<file path="src/rtl/stopwatch_ctrl_if.sv">
// Signal bundle between stopwatch_ctrl and its neighbours: buttons, tick, live digits in;
// gated tick, clear, display digits and run flag out.
interface stopwatch_ctrl_if;
   logic       btn_start;
   logic       btn_lap;
   logic       tick_10Hz;
   logic [3:0] ones;
   logic [3:0] tens;
   logic [3:0] hundreds;
   logic [3:0] thousands;
   logic       count_tick;
   logic       count_clr;
   logic [3:0] disp_ones;
   logic [3:0] disp_tens;
   logic [3:0] disp_hundreds;
   logic [3:0] disp_thousands;
   logic       running;

   modport master (
      output btn_start, btn_lap, tick_10Hz, ones, tens, hundreds, thousands,
      input  count_tick, count_clr, disp_ones, disp_tens, disp_hundreds, disp_thousands,
             running
   );

   modport slave (
      input  btn_start, btn_lap, tick_10Hz, ones, tens, hundreds, thousands,
      output count_tick, count_clr, disp_ones, disp_tens, disp_hundreds, disp_thousands,
             running
   );
endinterface

</file>
<file path="src/rtl/stopwatch_ctrl.sv">
// Stopwatch run/stop/lap controller: button debounce, tick gating, counter clear, lap freeze.
// Define STOPWATCH_LAP_EN to build the LAP_RUN state and the lap latch.
module stopwatch_ctrl #(
   parameter int unsigned DEBOUNCE_CYCLES = 1000000
) (
   input logic             clk_100MHz,
   input logic             reset,
   stopwatch_ctrl_if.slave bus
);

   localparam int unsigned CntW = (DEBOUNCE_CYCLES > 2) ? $clog2(DEBOUNCE_CYCLES) : 1;
   localparam logic [CntW-1:0] CntLast = CntW'(DEBOUNCE_CYCLES - 1);

`ifdef STOPWATCH_LAP_EN
   typedef enum logic [1:0] {StStop, StRun, StLapRun} state_e;
`else
   typedef enum logic [1:0] {StStop, StRun} state_e;
`endif

   // Bit 0 is the start button, bit 1 the lap button.
   logic [1:0]      raw;
   logic [1:0]      meta_q;
   logic [1:0]      sync_q;
   logic [1:0]      level_q;
   logic [1:0]      press_q;
   logic [CntW-1:0] cnt_q [2];

   logic            start_press;
   logic            lap_press;
   logic [15:0]     live;

   state_e          state_q;
   logic            count_tick_q;
   logic            count_clr_q;
   logic            running_q;
   logic [15:0]     disp_q;
`ifdef STOPWATCH_LAP_EN
   logic [15:0]     latch_q;
`endif

   assign raw         = {bus.btn_lap, bus.btn_start};
   assign start_press = press_q[0];
   assign lap_press   = press_q[1];
   assign live        = {bus.thousands, bus.hundreds, bus.tens, bus.ones};

   always_ff @(posedge clk_100MHz) begin
      if (reset) begin
         meta_q   <= '0;
         sync_q   <= '0;
         level_q  <= '0;
         press_q  <= '0;
         cnt_q[0] <= '0;
         cnt_q[1] <= '0;
      end else begin
         meta_q <= raw;
         sync_q <= meta_q;
         for (int i = 0; i < 2; i++) begin
            press_q[i] <= 1'b0;
            if (sync_q[i] == level_q[i]) begin
               cnt_q[i] <= '0;
            end else if (cnt_q[i] == CntLast) begin
               // Differing level held long enough: accept it, pulse only on a press.
               cnt_q[i]   <= '0;
               level_q[i] <= sync_q[i];
               press_q[i] <= sync_q[i];
            end else begin
               cnt_q[i] <= cnt_q[i] + 1'b1;
            end
         end
      end
   end

   always_ff @(posedge clk_100MHz) begin
      if (reset) begin
         state_q      <= StStop;
         count_tick_q <= 1'b0;
         count_clr_q  <= 1'b0;
         running_q    <= 1'b0;
         disp_q       <= '0;
`ifdef STOPWATCH_LAP_EN
         latch_q      <= '0;
`endif
      end else begin
         // Gate on the current state so a tick during the exit from STOP is dropped.
         count_tick_q <= bus.tick_10Hz && (state_q != StStop);
         running_q    <= (state_q != StStop);
         count_clr_q  <= 1'b0;
`ifdef STOPWATCH_LAP_EN
         disp_q       <= (state_q == StLapRun) ? latch_q : live;
`else
         disp_q       <= live;
`endif
         case (state_q)
            StStop: begin
               if (start_press) begin
                  state_q <= StRun;
               end else if (lap_press) begin
                  count_clr_q <= 1'b1;
               end
            end
            StRun: begin
               if (start_press) begin
                  state_q <= StStop;
`ifdef STOPWATCH_LAP_EN
               end else if (lap_press) begin
                  state_q <= StLapRun;
                  latch_q <= live;
`endif
               end
            end
`ifdef STOPWATCH_LAP_EN
            StLapRun: begin
               if (start_press) begin
                  state_q <= StStop;
               end else if (lap_press) begin
                  state_q <= StRun;
               end
            end
`endif
            default: state_q <= StStop;
         endcase
      end
   end

   assign bus.count_tick     = count_tick_q;
   assign bus.count_clr      = count_clr_q;
   assign bus.running        = running_q;
   assign bus.disp_ones      = disp_q[3:0];
   assign bus.disp_tens      = disp_q[7:4];
   assign bus.disp_hundreds  = disp_q[11:8];
   assign bus.disp_thousands = disp_q[15:12];

endmodule

</file>
<file path="src/flat_wrapper.sv">
// flat-port wrapper written by rule: the top's interface ports become plain ports
module stopwatch_ctrl_flat 
#(
   parameter int unsigned DEBOUNCE_CYCLES = 1000000
)
  (clk_100MHz, reset, bus_btn_start, bus_btn_lap, bus_tick_10Hz, bus_ones, bus_tens, bus_hundreds, bus_thousands, bus_count_tick, bus_count_clr, bus_disp_ones, bus_disp_tens, bus_disp_hundreds, bus_disp_thousands, bus_running);
  stopwatch_ctrl_if bus_i ();
  input logic clk_100MHz;
  input logic reset;
  input wire logic [$bits(bus_i.btn_start)-1:0] bus_btn_start;
  input wire logic [$bits(bus_i.btn_lap)-1:0] bus_btn_lap;
  input wire logic [$bits(bus_i.tick_10Hz)-1:0] bus_tick_10Hz;
  input wire logic [$bits(bus_i.ones)-1:0] bus_ones;
  input wire logic [$bits(bus_i.tens)-1:0] bus_tens;
  input wire logic [$bits(bus_i.hundreds)-1:0] bus_hundreds;
  input wire logic [$bits(bus_i.thousands)-1:0] bus_thousands;
  output wire logic [$bits(bus_i.count_tick)-1:0] bus_count_tick;
  output wire logic [$bits(bus_i.count_clr)-1:0] bus_count_clr;
  output wire logic [$bits(bus_i.disp_ones)-1:0] bus_disp_ones;
  output wire logic [$bits(bus_i.disp_tens)-1:0] bus_disp_tens;
  output wire logic [$bits(bus_i.disp_hundreds)-1:0] bus_disp_hundreds;
  output wire logic [$bits(bus_i.disp_thousands)-1:0] bus_disp_thousands;
  output wire logic [$bits(bus_i.running)-1:0] bus_running;
  assign bus_i.btn_start = bus_btn_start;
  assign bus_i.btn_lap = bus_btn_lap;
  assign bus_i.tick_10Hz = bus_tick_10Hz;
  assign bus_i.ones = bus_ones;
  assign bus_i.tens = bus_tens;
  assign bus_i.hundreds = bus_hundreds;
  assign bus_i.thousands = bus_thousands;
  assign bus_count_tick = bus_i.count_tick;
  assign bus_count_clr = bus_i.count_clr;
  assign bus_disp_ones = bus_i.disp_ones;
  assign bus_disp_tens = bus_i.disp_tens;
  assign bus_disp_hundreds = bus_i.disp_hundreds;
  assign bus_disp_thousands = bus_i.disp_thousands;
  assign bus_running = bus_i.running;
  stopwatch_ctrl #(.DEBOUNCE_CYCLES(DEBOUNCE_CYCLES)) u_core (.clk_100MHz(clk_100MHz), .reset(reset), .bus(bus_i));
endmodule
</file>
<file path="config.mk">
export PLATFORM = sky130hd
export DESIGN_NAME = stopwatch_ctrl_flat
export DESIGN_NICKNAME = d
export VERILOG_FILES = /design/src/rtl/stopwatch_ctrl_if.sv /design/src/rtl/stopwatch_ctrl.sv /design/src/flat_wrapper.sv
export SDC_FILE = /design/constraint.sdc
export NUM_CORES = 1
export LEC_CHECK = 0
export ABC_AREA = 1
export CAP_MARGIN = 10
export CORE_ASPECT_RATIO = 0.5
export CORE_UTILIZATION = 60
export CTS_CLUSTER_DIAMETER = 40
export DETAILED_ROUTE_END_ITERATION = 12
export PLACE_DENSITY_LB_ADDON = 0.2
export SLEW_MARGIN = 20
export SYNTH_ARGS = -nofsm -noshare
export SYNTH_HDL_FRONTEND = slang
export SYNTH_SLANG_ARGS = --single-unit
</file>
<file path="constraint.sdc">
create_clock -name clk_100MHz -period 2.8 [get_ports clk_100MHz]
set_input_delay 0.7 -clock clk_100MHz [delete_from_list [all_inputs] [get_ports clk_100MHz]]
set_output_delay 0.7 -clock clk_100MHz [all_outputs]
set_load 0.01 [all_outputs]
</file>
**The metal 2 layer**

Scale bar: 20 microns.
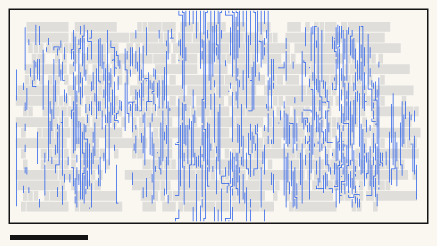
main direction: vertical
share of all routed wire: 52%
routing usage on met2: 0.460
vias after detailed routing: 2681
WL final: 6540 microns

**Met3 routing**

Scale bar: 20 microns.
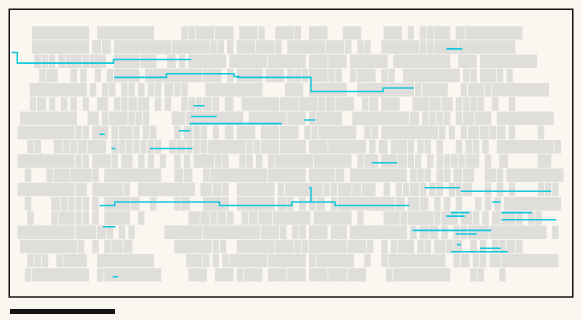
longest straight run: 20.0 microns
wire length on this layer: 289 microns
nets with wire on the layer: 19
share of all routed wire: 4.4%
met3 GRT Util: 0.0893

==> results.txt <==
The run has ended; figures from its reports follow.

The flow ran to the end, and the final reports show no timing, DRC or antenna violations. The layout report lists the non-clock buffer share of cell area as 0.0981. The area fraction of the largest cell type after synthesis is 0.361. The number of sequential cells reported for the layout is 68. Following the worst setup path forward leads to its endpoint at u_core.cnt_q[0][17]$_SDFFCE_PN0P_. By area, the class that comes first in the final layout consists of flip-flops and latches. The leakage component of the power came out at approximately 1.7 nW. The via count of the first global-routing pass is about 2400. After detailed routing, the met3 layer carries between 200 and 300 microns of wire. As reported, the later end of the worst-skew pair has a clock insertion delay of 340 ps. The path class of the tightest hold or removal check is reg2reg. Yosys instantiated no cell more often than nor2_1.

CTS placed an instance of clkbuf_8 at the clock tree root. The summed negative setup slack over all endpoints is 0 ps. The number of non-clock inverters in the layout is about 54. The proportion of cell area occupied by registers is 0.426. The category of the critical setup timing path is in2reg. The synthesized chip area reported by yosys came out at about 0.0033 sq mm. The routability congestion estimate came out at roughly 0.9.

Sorting the synthesized cells by how often they occur yields nor2_1, nand2_1, inv_1. The multi-input logic area is 0.00148 sq mm. Combinational cells consume a total of 0.000148 W. The dominant kind of combinational cell is simple AND/OR/NAND/NOR gates.
**The metal 1 layer**

Scale bar: 20 microns.
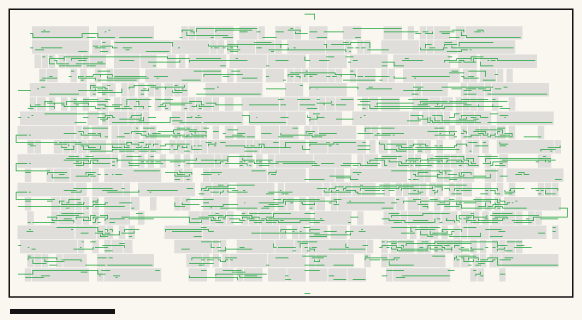
main direction: horizontal
longest straight run: 19.8 microns
share of all routed wire: 43%
fraction of met1 tracks used by global routing: 0.251

[sequential cells by signal, indices dropped and copies added (netlist names)]
| name | cells |
|---|---|
| u_core.bus.count_clr | 1 |
| u_core.bus.count_tick | 1 |
| u_core.bus.running | 1 |
| u_core.cnt_q | 40 |
| u_core.disp_q | 16 |
| u_core.level_q | 2 |
| u_core.meta_q | 2 |
| u_core.press_q | 2 |
| u_core.state_q | 1 |
| u_core.sync_q | 2 |
[per-stage QoR]
stage	total power (W)	instance area, sq um	hold WS (ps)	utilization
after floorplan	0.00122	3480	388	-
after global placement	0.00129	3930	389	0.766
after detailed placement	0.00129	3930	399	0.766
after CTS	0.00210	4130	409	0.805
after global routing	0.00216	4130	411	0.805
final	0.00208	4130	407	0.805
Power is estimated from default activity; no workload was simulated.
